Where the registers sit:
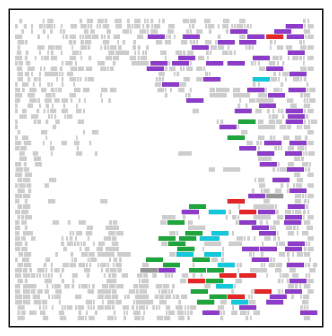
Clock wires, drivers and flops:
The bar under the picture is 50 um long.
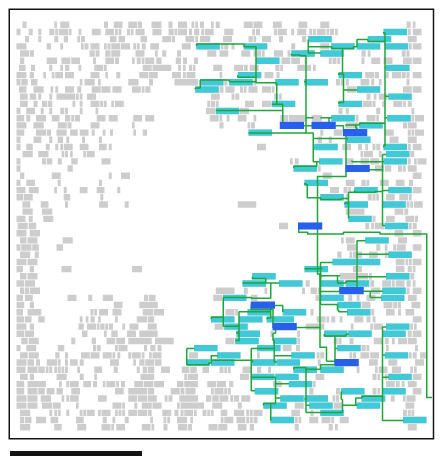
Clock nets:
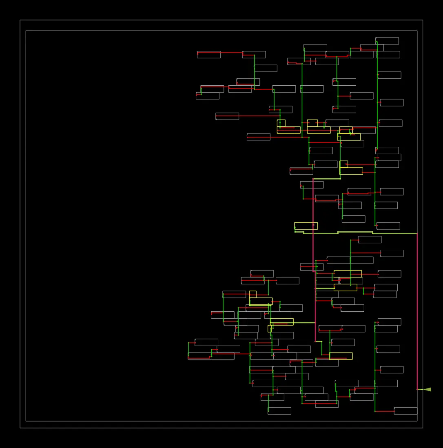
Wiring by layer:
The bar under the picture is 50 um long.
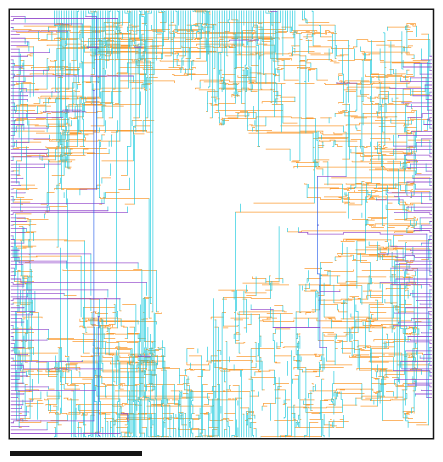
<file path="src/rtl/global_buffer_param.sv">
// Global buffer geometry shared by all GLB banks.
// Strobe width is one enable per data byte.
package global_buffer_param;
  localparam int BANK_ADDR_WIDTH  = 17;
  localparam int BANK_DATA_WIDTH  = 64;
  localparam int BANK_STRB_WIDTH  = BANK_DATA_WIDTH / 8;
  localparam int BANK_BYTE_OFFSET = $clog2(BANK_STRB_WIDTH);
endpackage

</file>
<file path="src/rtl/global_buffer_pkg.sv">
// Shared types for the GLB bank request path.
// Arbitration priority and read-tag pipeline entry.
package global_buffer_pkg;
  localparam int GLB_TAG_WIDTH = 8;

  typedef enum logic {
    PRIO_WR,
    PRIO_RD
  } glb_bank_prio_e;

  typedef struct packed {
    logic                     valid;
    logic [GLB_TAG_WIDTH-1:0] tag;
  } glb_tag_ent_t;
endpackage

</file>
<file path="src/rtl/glb_shift_pipe.sv">
// Fixed-depth delay line with async active-low clear.
// Every stage advances each cycle.
module glb_shift_pipe #(
  parameter int DEPTH = 3,
  parameter int WIDTH = 9
) (
  input  logic             clk,
  input  logic             reset_n,
  input  logic [WIDTH-1:0] i_d,
  output logic [WIDTH-1:0] o_q
);

  logic [WIDTH-1:0] r_stage [DEPTH];

  always_ff @(posedge clk or negedge reset_n) begin
    if (!reset_n) begin
      for (int i = 0; i < DEPTH; i++) begin
        r_stage[i] <= '0;
      end
    end else begin
      r_stage[0] <= i_d;
      for (int i = 1; i < DEPTH; i++) begin
        r_stage[i] <= r_stage[i-1];
      end
    end
  end

  assign o_q = r_stage[DEPTH-1];

endmodule

</file>
<file path="src/rtl/glb_bank_req_ctrl.sv">
// GLB bank front-end: write/read arbitration onto a single-port
// memory, strobe expansion, and tagged fixed-latency read return.
module glb_bank_req_ctrl
  import global_buffer_param::*;
  import global_buffer_pkg::*;
#(
  parameter int RD_LATENCY = 3,
  parameter int TAG_WIDTH  = GLB_TAG_WIDTH
) (
  input  logic                       clk,
  input  logic                       reset_n,

  input  logic                       wr_valid,
  output logic                       wr_ready,
  input  logic [BANK_ADDR_WIDTH-1:0] wr_addr,
  input  logic [BANK_DATA_WIDTH-1:0] wr_data,
  input  logic [BANK_STRB_WIDTH-1:0] wr_strb,

  input  logic                       rd_valid,
  output logic                       rd_ready,
  input  logic [BANK_ADDR_WIDTH-1:0] rd_addr,
  input  logic [TAG_WIDTH-1:0]       rd_tag,

  output logic                       mem_wen,
  output logic                       mem_ren,
  output logic [BANK_ADDR_WIDTH-1:0] mem_addr,
  output logic [BANK_DATA_WIDTH-1:0] mem_data_in,
  output logic [BANK_DATA_WIDTH-1:0] mem_bit_sel,
  input  logic [BANK_DATA_WIDTH-1:0] mem_data_out,

  output logic                       rsp_valid,
  output logic [BANK_DATA_WIDTH-1:0] rsp_data,
  output logic [TAG_WIDTH-1:0]       rsp_tag
);

  glb_bank_prio_e r_prio;
  glb_bank_prio_e w_prio_nxt;

  logic w_grant_wr;
  logic w_grant_rd;

  logic [BANK_DATA_WIDTH-1:0] w_bit_sel;

  glb_tag_ent_t w_ent_in;
  glb_tag_ent_t w_ent_tail;

  logic                       r_rsp_valid;
  logic [BANK_DATA_WIDTH-1:0] r_rsp_data;
  logic [TAG_WIDTH-1:0]       r_rsp_tag;

  always_comb begin
    w_grant_wr = wr_valid && (!rd_valid || r_prio == PRIO_WR);
    w_grant_rd = rd_valid && (!wr_valid || r_prio == PRIO_RD);
    w_prio_nxt = r_prio;
    if (wr_valid && rd_valid) begin
      w_prio_nxt = (r_prio == PRIO_WR) ? PRIO_RD : PRIO_WR;
    end
  end

  always_ff @(posedge clk or negedge reset_n) begin
    if (!reset_n) r_prio <= PRIO_WR;
    else          r_prio <= w_prio_nxt;
  end

  // Idle cycles park wr_ready high so a lone write needs no extra cycle.
  assign wr_ready = !rd_valid || w_grant_wr;
  assign rd_ready = w_grant_rd;

  always_comb begin
    w_bit_sel = '0;
    for (int i = 0; i < BANK_STRB_WIDTH; i++) begin
      w_bit_sel[8*i +: 8] = {8{wr_strb[i]}};
    end
  end

  always_comb begin
    mem_wen     = 1'b0;
    mem_ren     = 1'b0;
    mem_addr    = '0;
    mem_data_in = '0;
    mem_bit_sel = '0;
    unique case (1'b1)
      w_grant_wr: begin
        mem_wen     = |wr_strb;
        mem_addr    = wr_addr;
        mem_data_in = wr_data;
        mem_bit_sel = w_bit_sel;
      end
      w_grant_rd: begin
        mem_ren  = 1'b1;
        mem_addr = rd_addr;
      end
      default: ;
    endcase
  end

  always_comb begin
    w_ent_in       = '0;
    w_ent_in.valid = mem_ren;
    w_ent_in.tag   = rd_tag;
  end

  glb_shift_pipe #(
    .DEPTH (RD_LATENCY),
    .WIDTH ($bits(glb_tag_ent_t))
  ) u_tag_pipe (
    .clk     (clk),
    .reset_n (reset_n),
    .i_d     (w_ent_in),
    .o_q     (w_ent_tail)
  );

  always_ff @(posedge clk or negedge reset_n) begin
    if (!reset_n) begin
      r_rsp_valid <= 1'b0;
      r_rsp_data  <= '0;
      r_rsp_tag   <= '0;
    end else begin
      r_rsp_valid <= w_ent_tail.valid;
      if (w_ent_tail.valid) begin
        r_rsp_data <= mem_data_out;
        r_rsp_tag  <= w_ent_tail.tag;
      end
    end
  end

  assign rsp_valid = r_rsp_valid;
  assign rsp_data  = r_rsp_data;
  assign rsp_tag   = r_rsp_tag;

endmodule

</file>
<file path="config.mk">
export PLATFORM = sky130hd
export DESIGN_NAME = glb_bank_req_ctrl
export DESIGN_NICKNAME = d
export VERILOG_FILES = /design/src/rtl/global_buffer_param.sv /design/src/rtl/global_buffer_pkg.sv /design/src/rtl/glb_shift_pipe.sv /design/src/rtl/glb_bank_req_ctrl.sv
export SDC_FILE = /design/constraint.sdc
export NUM_CORES = 1
export LEC_CHECK = 0
export ABC_AREA = 1
export ABC_CLOCK_PERIOD_IN_PS = 2370
export CAP_MARGIN = 0
export CORE_AREA = 2 2 158 160
export DETAILED_ROUTE_END_ITERATION = 10
export DIE_AREA = 0 0 160 162
export PLACE_DENSITY = 0.52
export SLEW_MARGIN = 20
export SYNTH_ARGS = -nofsm -noshare
export SYNTH_HDL_FRONTEND = slang
export SYNTH_SLANG_ARGS = --single-unit
</file>
<file path="constraint.sdc">
create_clock -name clk -period 2.37 [get_ports clk]
set_input_delay 0.711 -clock clk [delete_from_list [all_inputs] [get_ports clk]]
set_output_delay 0.711 -clock clk [all_outputs]
set_load 0.005 [all_outputs]
</file>
==> Slide: Implementation Results <==
Synthesis and Place & Route Summary

Route
  – Top sig layer: met4
  – # DRC: 0
  – Met2 wire len: 9.99 mm

Synthesis
  – Synth flops: 101

Critical path
  – Worst reg2reg path startpoint: u_tag_pipe.o_q[8]
  – R2R Path End: rsp_data[22]
  – Crit path depth: 9
  – Beginning of the critical path: rd_valid
  – R2R Setup Slk: 1.03 ns
  – Critical Path AT: 1.81 ns

Floorplan
  – Die area: 0.0259 mm^2

Timing
  – Slew Limit Fails: 0
  – Final setup fails: 20
  – Worst slew pin tran: 0.558 ns
  – Setup WS post-layout: -0.149 ns
  – Peak Freq: 397 MHz

Place
  – Port Buf Inserts: 403

Status
  – Status: finished with violations
  – Failing checks: negative setup slack

Job
  – Tally of OpenROAD warnings: 28

Worst hold path
  – Worst hold path type: primary input to async pin

Cells and area
  – Fillcell total: 2538
  – Most frequent cells in the layout: clkdlybuf4s50_1 (243), inv_1 (143), nand2_1 (101)

GRT
  – Initial antenna violation count: 1
About 'where the registers sit':
legend:
  purple:
    netlist_name: `rsp_data`
    sequential_cells: 64
  cyan:
    netlist_name: `u_tag_pipe.o_q`
    sequential_cells: 9
  red:
    netlist_name: `rsp_tag`
    sequential_cells: 8
    where: lower right
  green:
    netlist_name: `u_tag_pipe.r_stage`
    sequential_cells: 18
    where: bottom center
not colored: 2

About 'clock wires, drivers and flops':
legend:
  green:
    item: clock wires
    length: 1270 um
  cyan:
    item: flip-flops
    count: 101
  blue:
    item: clock-net drivers
    count: 9
routed clock nets: 10
Clk pwr share: 24.2%
Latency at later pin: 0.34 ns
Worst Skew: 0.00895 ns

About 'clock nets':
Clock Power: 1510 uW
clock buffers: 11
Inserted Clock Buffers: 9
flop count: 101

About 'wiring by layer':
legend:
  orange:
    layer: M1
    wire_length: 7820 um
  purple:
    layer: M3
    wire_length: 2100 um
  blue:
    layer: M4
    wire_length: 363 um
  cyan:
    layer: M2
    wire_length: 9990 um
routed len/inst: 15.1 um
GRT Resource Usage Total: 15.0%

==> logic make-up after synthesis <==
| logic type | count (synthesis) | share of synthesized area (%) |
|---|---|---|
| xor gates and xnor gates | 1 | 0.179 |
| and+or+nand+nor | 207 | 16.4 |
| buffers and inverters | 232 | 24.5 |
| AOI/OAI and AO/OA | 72 | 7.36 |
| DFF | 101 | 51.6 |
==> metrics by stage <==
| stage | TNS, ns | instances | worst slack (ns) |
|---|---|---|---|
| after global placement | -91.01 | 1284 | -0.689 |
| final | -1.11 | 1345 | -0.149 |
| after detailed placement | -92.69 | 1284 | -0.704 |
| after CTS | -1.48 | 1335 | -0.198 |
| after floorplan | 0 | 613 | 0.0454 |
| after global routing | -2.44 | 1345 | -0.203 |
==> worst min path at each step <==
stage,startpoint,end,slack (ns),cells past startpoint
2_1_floorplan,u_tag_pipe.r_stage[9],u_tag_pipe.o_q[0],0.33,0
3_3_place_gp,u_tag_pipe.r_stage[21],u_tag_pipe.r_stage[12],0.33,0
3_5_place_dp,u_tag_pipe.r_stage[20],u_tag_pipe.r_stage[11],0.33,0
4_1_cts,u_tag_pipe.r_stage[21],u_tag_pipe.r_stage[12],0.35,0
5_1_grt,u_tag_pipe.r_stage[26],u_tag_pipe.r_stage[17],0.35,0
6_report,reset_n,rsp_data[10],0.34,1
==> where the power goes <==
group,switching (uW),internal [uW]
clock network,651,864
logic,990,1530
registers,187,2030
total,1830,4420
==> registers in the layout, indices dropped and copies added (netlist names) <==
name                cells
rsp_data               64
u_tag_pipe.r_stage     18
u_tag_pipe.o_q          9
rsp_tag                 8
r_prio                  1
rsp_valid               1
==> layer usage <==
metal,up-vias,track usage (%)
li1,2517,-
met1,2323,16.8
met2,247,26.5
met3,13,5.92
met4,0,4.38
met5,-,0
==> final cells by class <==
type | count | area, um^2 | area share (%)
repair buffers | 477 | 4490 | 46.7
flip-flops and latches | 101 | 2530 | 26.3
multi-input cells | 280 | 1330 | 13.8
inverters | 146 | 556 | 5.78
well taps | 324 | 405 | 4.22
clock buffers | 11 | 243 | 2.52
clock inverters | 5 | 66.3 | 0.690
diodes | 1 | 2.50 | 0.0260
==> synthesized netlist by cell type <==
library cell  number  area, um^2
o21ai_0           50         250
buf_4             65         488
inv_1            145         544
clkbuf_2           1        5.00
o21ai_1           22         110
inv_2              1        3.75
dfrtp_1          101        2530
clkbuf_1           5        18.8
nand2_2            1        6.26
buf_6             10         113
nor2_1            78         293
nand3_1           17        85.1
xnor2_1            1        8.76
nand2_1          111         417
buf_2              5        25.0
==> repair_timing <==
action	CTS	global route
hold buffers	0	0
setup endpoints to repair	149	92
gates resized	455	109
gates cloned	1	3
pin swaps	3	10
buffers inserted	34	12
Power figures rest on the tool's default switching activity, not on a simulated workload.
